===== src/rtl/ahb_output_arbiter_param.sv =====
// ahb_output_arbiter_param
// Output-stage arbiter for the AHB bus matrix. Chooses which of NUM_PORTS
// input stages drives the shared slave port, with round-robin or fixed
// priority selection. A granted burst holds the bus until the address phase
// of its last beat. Undefined-length INCR bursts hold for INCR_BEATS beats,
// and stop holding once EARLY_LIMIT held bursts in a row have been cut short.
module ahb_output_arbiter_param #(
  parameter int NUM_PORTS   = 3,
  parameter int ARB_MODE    = 0,
  parameter int INCR_BEATS  = 4,
  parameter int EARLY_LIMIT = 1,
  localparam int PORT_W     = (NUM_PORTS > 2) ? $clog2(NUM_PORTS) : 1
) (
  input  logic                 HCLK,
  input  logic                 HRESET,
  input  logic [NUM_PORTS-1:0] req_port,
  input  logic                 HREADYM,
  input  logic                 HSELM,
  input  logic [1:0]           HTRANSM,
  input  logic [2:0]           HBURSTM,
  input  logic                 HMASTLOCKM,
  output logic [PORT_W-1:0]    addr_in_port,
  output logic                 no_port,
  output logic                 hold_active
);

  localparam logic [1:0] TRANS_IDLE   = 2'b00;
  localparam logic [1:0] TRANS_BUSY   = 2'b01;
  localparam logic [1:0] TRANS_NONSEQ = 2'b10;
  localparam logic [1:0] TRANS_SEQ    = 2'b11;

  localparam logic [2:0] BURST_SINGLE = 3'b000;
  localparam logic [2:0] BURST_INCR   = 3'b001;
  localparam logic [2:0] BURST_WRAP4  = 3'b010;
  localparam logic [2:0] BURST_INCR4  = 3'b011;
  localparam logic [2:0] BURST_WRAP8  = 3'b100;
  localparam logic [2:0] BURST_INCR8  = 3'b101;
  localparam logic [2:0] BURST_WRAP16 = 3'b110;
  localparam logic [2:0] BURST_INCR16 = 3'b111;

  localparam logic [3:0]        INCR_REMAIN = 4'(INCR_BEATS - 2);
  localparam logic [1:0]        EARLY_LIM   = 2'(EARLY_LIMIT);
  localparam logic [PORT_W-1:0] LAST_PORT   = PORT_W'(NUM_PORTS - 1);

  // registered state
  logic [3:0]        remain_q;
  logic              hold_q;
  logic [1:0]        early_q;
  logic [PORT_W-1:0] addr_q;
  logic              no_port_q;

  // combinational next state
  logic [3:0]        remain_nxt;
  logic              hold_nxt;
  logic [1:0]        early_inc;
  logic [1:0]        early_nxt;
  logic [PORT_W-1:0] addr_nxt;
  logic              no_port_nxt;

  // arbitration helpers
  logic              rr_found;
  logic [PORT_W-1:0] rr_idx;
  logic              fp_found;
  logic [PORT_W-1:0] fp_idx;
  logic              cur_req;
  int                idx;

  // Burst length tracking: remaining beats, hold flag and early-termination count.
  // A NONSEQ arriving while a hold is still registered means the previous
  // burst ended early; that count is bumped before the INCR limit test so
  // the offending INCR itself is the one refused a hold.
  always_comb begin
    remain_nxt = remain_q;
    hold_nxt   = hold_q;
    early_inc  = early_q;
    if (hold_q && (HTRANSM == TRANS_NONSEQ) && (early_q != 2'd3))
      early_inc = early_q + 2'd1;

    if (!HSELM) begin
      remain_nxt = 4'd0;
      hold_nxt   = 1'b0;
    end else begin
      case (HTRANSM)
        TRANS_NONSEQ: begin
          case (HBURSTM)
            BURST_WRAP16, BURST_INCR16: begin
              remain_nxt = 4'd14;
              hold_nxt   = 1'b1;
            end
            BURST_WRAP8, BURST_INCR8: begin
              remain_nxt = 4'd6;
              hold_nxt   = 1'b1;
            end
            BURST_WRAP4, BURST_INCR4: begin
              remain_nxt = 4'd2;
              hold_nxt   = 1'b1;
            end
            BURST_INCR: begin
              if (early_inc == EARLY_LIM) begin
                remain_nxt = 4'd0;
                hold_nxt   = 1'b0;
              end else begin
                remain_nxt = INCR_REMAIN;
                hold_nxt   = 1'b1;
              end
            end
            default: begin
              remain_nxt = 4'd0;
              hold_nxt   = 1'b0;
            end
          endcase
        end
        TRANS_SEQ: begin
          if (remain_q == 4'd0)
            hold_nxt = 1'b0;
          else
            remain_nxt = remain_q - 4'd1;
        end
        TRANS_BUSY: begin
          remain_nxt = remain_q;
        end
        default: begin
          remain_nxt = 4'd0;
          hold_nxt   = 1'b0;
        end
      endcase
    end

    early_nxt = hold_nxt ? early_inc : 2'd0;
  end

  // Candidate winners: next rotating requester after the owner, and lowest-index requester.
  always_comb begin
    rr_found = 1'b0;
    rr_idx   = addr_q;
    fp_found = 1'b0;
    fp_idx   = addr_q;
    cur_req  = 1'b0;
    idx      = 0;
    for (int k = 1; k < NUM_PORTS; k++) begin
      idx = (int'(addr_q) + k) % NUM_PORTS;
      if (!rr_found && req_port[idx]) begin
        rr_found = 1'b1;
        rr_idx   = PORT_W'(idx);
      end
    end
    for (int i = NUM_PORTS - 1; i >= 0; i--) begin
      if (req_port[i]) begin
        fp_found = 1'b1;
        fp_idx   = PORT_W'(i);
      end
      if (PORT_W'(i) == addr_q)
        cur_req = req_port[i];
    end
  end

  // Grant decision: a lock or burst hold only pins an existing owner.
  always_comb begin
    addr_nxt    = addr_q;
    no_port_nxt = no_port_q;
    if ((HMASTLOCKM || hold_nxt) && !no_port_q) begin
      no_port_nxt = 1'b0;
    end else if (ARB_MODE == 0) begin
      if (rr_found) begin
        addr_nxt    = rr_idx;
        no_port_nxt = 1'b0;
      end else if (!no_port_q && HSELM) begin
        no_port_nxt = 1'b0;
      end else if (no_port_q && cur_req) begin
        no_port_nxt = 1'b0;
      end else begin
        no_port_nxt = 1'b1;
      end
    end else begin
      if (fp_found) begin
        addr_nxt    = fp_idx;
        no_port_nxt = 1'b0;
      end else if (!no_port_q && HSELM) begin
        no_port_nxt = 1'b0;
      end else begin
        no_port_nxt = 1'b1;
      end
    end
  end

  // State update, advancing only on completed transfers.
  always_ff @(posedge HCLK or posedge HRESET) begin
    if (HRESET) begin
      remain_q  <= 4'd0;
      hold_q    <= 1'b0;
      early_q   <= 2'd0;
      addr_q    <= LAST_PORT;
      no_port_q <= 1'b1;
    end else if (HREADYM) begin
      remain_q  <= remain_nxt;
      hold_q    <= hold_nxt;
      early_q   <= early_nxt;
      addr_q    <= addr_nxt;
      no_port_q <= no_port_nxt;
    end
  end

  assign addr_in_port = addr_q;
  assign no_port      = no_port_q;
  assign hold_active  = hold_q;

endmodule

===== config.mk =====
export PLATFORM = sky130hd
export DESIGN_NAME = ahb_output_arbiter_param
export DESIGN_NICKNAME = d
export VERILOG_FILES = /design/src/rtl/ahb_output_arbiter_param.sv
export SDC_FILE = /design/constraint.sdc
export NUM_CORES = 1
export LEC_CHECK = 0
export ABC_AREA = 1
export CORE_UTILIZATION = 30
export CTS_CLUSTER_DIAMETER = 60
export CTS_CLUSTER_SIZE = 12
export DETAILED_ROUTE_END_ITERATION = 10
export PLACE_DENSITY_LB_ADDON = 0.3
export REMOVE_ABC_BUFFERS = 1
export SLEW_MARGIN = 5
export SYNTH_ARGS = -nofsm -noshare
export SYNTH_HDL_FRONTEND = slang
export SYNTH_SLANG_ARGS = --single-unit

===== constraint.sdc =====
create_clock -name HCLK -period 2 [get_ports HCLK]
set_input_delay 0.2 -clock HCLK [delete_from_list [all_inputs] [get_ports HCLK]]
set_output_delay 0.2 -clock HCLK [all_outputs]
set_load 0.005 [all_outputs]

==> results.toml, run 1 <==
# physical design summary
[sta]
clock_skew_ps = 4.04
drv_slew = 0
period_used_pct = 92.4
setup_tns_ps = 0
fin_ws_ps = 151
max_slew.worst_pin.slew_ps = 423
fmax_ghz = 0.541
period_minus_slack_ps = 1850
setup_viol = 0

[final_layout]
nNetsFinal = 159
layout_top_cell = "nand2_1"
buf_share_pct = 17.0
area_delta_synth_final_pct = 34.1
seq_share_pct = 23.5
final-comb-area_um2 = 485
inverters = 22
seq_cells = 10
drive_gt1_share_pct = 13.0
clockBufferCount = 4
logic_gates = 83
clkCellAreaFrac_pct = 3.37

[floorplanning]
io_pins = 17
fp.dieH_um = 53.7
taps = 30
dieWidth_um = 53.7
chipArea_um2 = 2890
initCoreUtil_pct = 32.1

[worst_setup_path]
cp_cell_sequence = "inv_1, ha_4, nand2_1, o211ai_1, nand3_2, nor2_1, nand3_1, o21ai_1"
cp_max_fo = 5
cp.required_ps = 2210
cp_top_family = "flip-flops"
crit_end = "no_port$_DFFE_PP1P_"
start_kind = "flop"
reg2reg_depth = 8
crit_start = "addr_in_port[1]$_DFFE_PP1P_"

[placement]
hpwl_um = 1360
place_area_um2 = 1020
port_buffers = 16

[global_route]
met3_usage_pct = 2.54
grt_start_max_net_pins = 11
grt_pass1_vias = 732

[pwr]
sw_frac_of_total_pct = 40.0
powerDensity_nw_per_um2 = 904
comb_power_uw = 514
cell_internal_pwr_uw = 584
leakagePower_uw = 0.000505

[route]
drt_iter0_markers = 17
wl_met1_um = 861
route.detailed.drc = 0
drt_pass1_iterations = 4
top_layer = "met4"
met3WireLength_um = 79

[clocking]
cts_tree = "built"
cts-root-buf = "clkbuf_4"
clockBufferDepth = 2
cts_made_buffers = 3
post_cts_buffers = 0
h-tree-depth = 1

[synthesis]
yosysWarnings = 0
synthAdderAreaFrac_pct = 10.9
synthArstFlopShare_pct = 100
ff_type = "dfrtp_1"
aoi_share_pct = 16.4
synth-seq-cells = 10
ys_seq_share_pct = 31.5
ys_chip_area_um2 = 803
synthesis.instances = 116
yosysCellCount = 116

[outcome]
outcome = "complete, no violations"

[worst_hold_path]
hp-class = "input port to async pin"
-- run 1: synth_stat cells (2+ instances only) --
master / instances / area share (%)
nand4_1: 2 / 1.6
dfrtp_1: 8 / 25
nor3_1: 2 / 1.2
o211ai_1: 3 / 2.8
nand2_1: 26 / 12
nand2_2: 2 / 1.6
a21oi_1: 5 / 3.1
o22ai_1: 2 / 1.6
nor2_1: 5 / 2.3
o21ai_0: 12 / 7.5
nand3_1: 11 / 6.9
ha_1: 7 / 11
inv_1: 21 / 9.8
dfstp_2: 2 / 6.5
-- run 1: state kept, by name, summed over array words and instances (netlist names) --
name	flops
remain_q	4
hold_active	1
no_port	1
early_q	2
addr_in_port	2
-- run 1: timing repair --
| item | CTS | global route |
|---|---|---|
| gates resized | 0 | 4 |
| endpoints found under the setup margin | 0 | 3 |
| hold buffers | 0 | 0 |
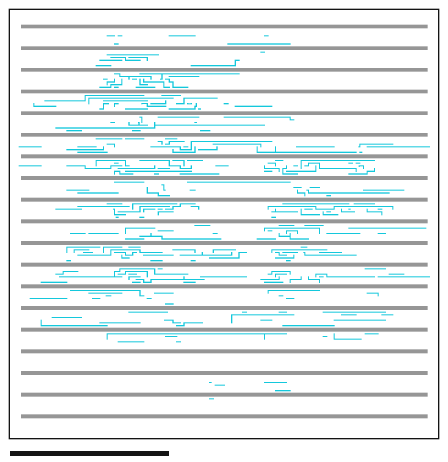
**Above:** run 1 (metal 1).
Scale bar: 20 µm. Supply wires on this layer in grey.
wire length on this layer: 862 µm
longest straight run: 22.5 µm
GR Layer Usage met1: 18.9%
via count: 807
final wirelength: 1730 µm

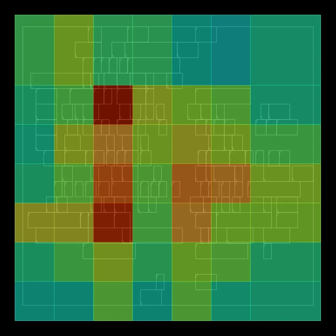
**Above:** run 1 (routing congestion map).
all-layer global routing usage: 14.3%
busiest grt layer: met2

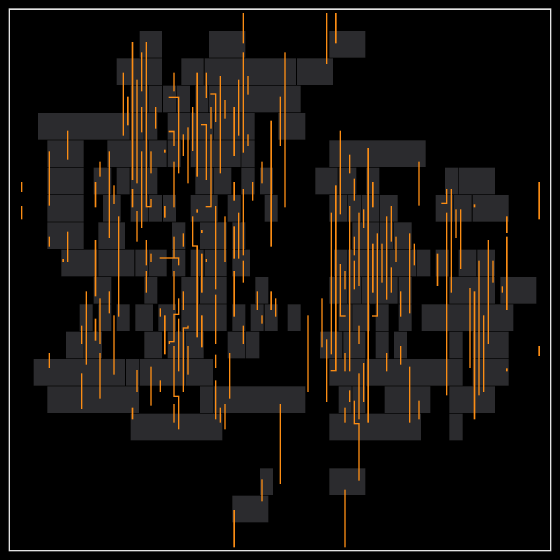
**Above:** run 1 (met2 routing).
Cells faint in the background.
main direction: vertical
longest straight run: 27.2 µm
nets with wire on the layer: 126
share of all routed wire: 44%
wire length on this layer: 768 µm
grt met2 use: 21.8%

==> run 1 -> run 2 <==
--- a/config.mk
+++ b/config.mk
@@ -6,6 +6,7 @@
 export NUM_CORES = 1
 export LEC_CHECK = 0
 export ABC_AREA = 1
+export CAP_MARGIN = 5
 export CORE_UTILIZATION = 30
 export CTS_CLUSTER_DIAMETER = 60
 export CTS_CLUSTER_SIZE = 12
==> constraint.sdc (replaced) <==
create_clock -name HCLK -period 1.55 [get_ports HCLK]
set_input_delay 0.155 -clock HCLK [delete_from_list [all_inputs] [get_ports HCLK]]
set_output_delay 0.155 -clock HCLK [all_outputs]
set_load 0.005 [all_outputs]
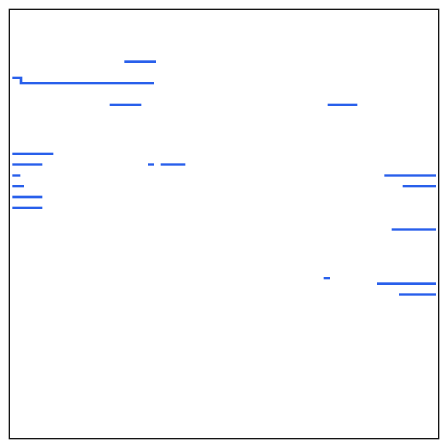
**Above:** run 2 (signal wires on met3).
nets with wire on the layer: 16
main direction: horizontal
wire length on this layer: 76.0 µm
share of all routed wire: 3.7%
final wirelength: 2070 µm
via count: 895
met3 usage: 2.82%

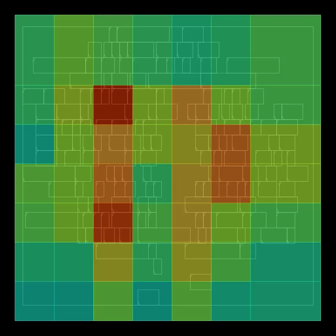
**Above:** run 2 (routing congestion map).
post-layout util: 49.8%
grt met2 use: 25.3%

==> run 2 against run 1 <==
Effect of this change:
- the flow now finishes with violations (negative setup slack)
- sequential power rose by 24%
- non-clock buffer count rose by 18
- power rose by 57%
- flip-flop count did not move
- critical path depth rose by 1
- register-to-register slack got worse by 360 ps
- clock skew barely moved
- die area did not move
- core utilization rose by 6.8 points
- clock-buffer cell count did not move
- clock power rose by about 30%
- highest routed layer unchanged
==> results.toml, run 2 <==
# physical design summary
[synthesis]
synthArstFlopShare_pct = 100
top_area_share_pct = 24.9
top_cells_by_count = "nand2_1 (26), inv_1 (21), o21ai_0 (12)"
most_common_cell = "nand2_1"
yosys.area.top_type = "dfrtp_1"
ys_chip_area_um2 = 803
synth-seq-cells = 10
yosys-top-cells-area = "dfrtp_1 (25%), nand2_1 (12%), ha_1 (11%), inv_1 (9.8%), o21ai_0 (7.5%)"
yosysWarnings = 0
ys_seq_share_pct = 31.5
synthesis.instances = 116

[worst_setup_path]
critPathArrivalTime_ps = 1970
crit_end = "addr_in_port[1]$_DFFE_PP1P_"
cp_cell_sequence = "inv_2, ha_4, o211ai_1, nand2_1, nor2_4, nand2_1, o21ai_1, nand4_1, nand2_1"
worst_setup_path_end_kind = "flop"
reg2reg_setup_slack_ps = -200
cp_top_family = "flip-flops"
cp.depth = 9
crit_start = "addr_in_port[1]$_DFFE_PP1P_"
reg2reg_depth = 9
cp_max_fo = 5
cp.required_ps = 1770
crit_buf_inv = 1

[clocking]
cts_hold_buf = 0
clockBufferDepth = 2
cts_resized = 10
cts_tree = "built"
cts_made_buffers = 3
post_cts_buffers = 1

[pwr]
leakagePower_uw = 0.000598
comb_power_uw = 950
powerDensity_nw_per_um2 = 1230
pwr-share-seq_pct = 21.9
sw_frac_of_total_pct = 38.9
cell_internal_pwr_uw = 935

[final_layout]
largest_reg_flops = 4
drive_gt1_share_pct = 29.5
regMostFlops = "remain_q"
area_delta_synth_final_pct = 55.1

[sta]
period_used_pct = 113
fin_ws_ps = -204
drv_slew = 0
setup_viol = 3
setup_tns_ps = -524
fmax_ghz = 0.570
max_slew.worst_pin.slew_ps = 420
clock_skew_ps = 3.78

[placement]
hpwl_um = 1540
place_area_um2 = 1140
port_buffers = 16

[floorplanning]
dieWidth_um = 53.7
initCoreUtil_pct = 32.1
fp.dieH_um = 53.7
chipArea_um2 = 2890
io_pins = 17

[global_route]
grt_pass1_vias = 787
grt_start_max_net_pins = 11
antenna_found_initial = 0

[outcome]
outcome = "finished with violations"
violations = "negative setup slack"

[route]
drt_iter0_markers = 13
route.detailed.drc = 0
drt_pass1_iterations = 4
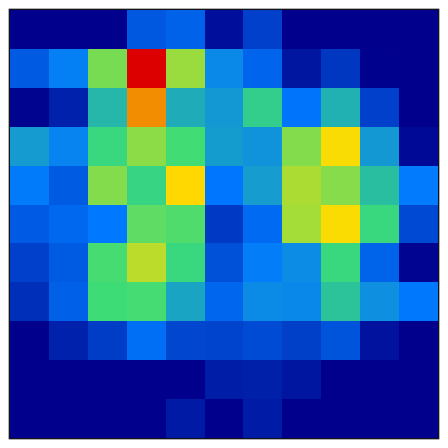
**Above:** run 2 (signal metal coverage by tile).
11 x 11 tiles, from dark blue (low) to red (high), scaled to the fullest tile. Values are wire area over tile area, all layers added.
tiles over half the peak: 17%
mean over tiles: 0.11
nearly empty tiles: 26%
WL/cell: 11.2 µm
all-layer global routing usage: 14.8%

run 2: cell counts after synthesis:
No cell type changed its count.
run 2: cells by family after synthesis:
kind of cell / after synthesis / synth area share [%]
buffers and inverters: 23 / 11.2
and+or+nand+nor: 52 / 30.1
AOI/OAI and AO/OA: 24 / 16.4
DFF: 10 / 31.5
adders and majority gates: 7 / 10.9
run 2: layer usage:
| layer | part of all wire [%] | global-route usage [%] |
|---|---|---|
| met5 | 0 | 0 |
| met2 | 49 | 25.3 |
| met3 | 3.7 | 2.82 |
| met1 | 46 | 17.6 |
| met4 | 1.5 | 7.02 |
run 2: final cells by class:
cell class	count	area, µm²
Fill cell	257	1250
Sequential cell	10	253
Inverter	22	82.6
Tap cell	30	37.5
Timing Repair Buffer	37	317
Clock buffer	4	36.3
Multi-Input combinational cell	83	520
Power is estimated from default activity; no workload was simulated.
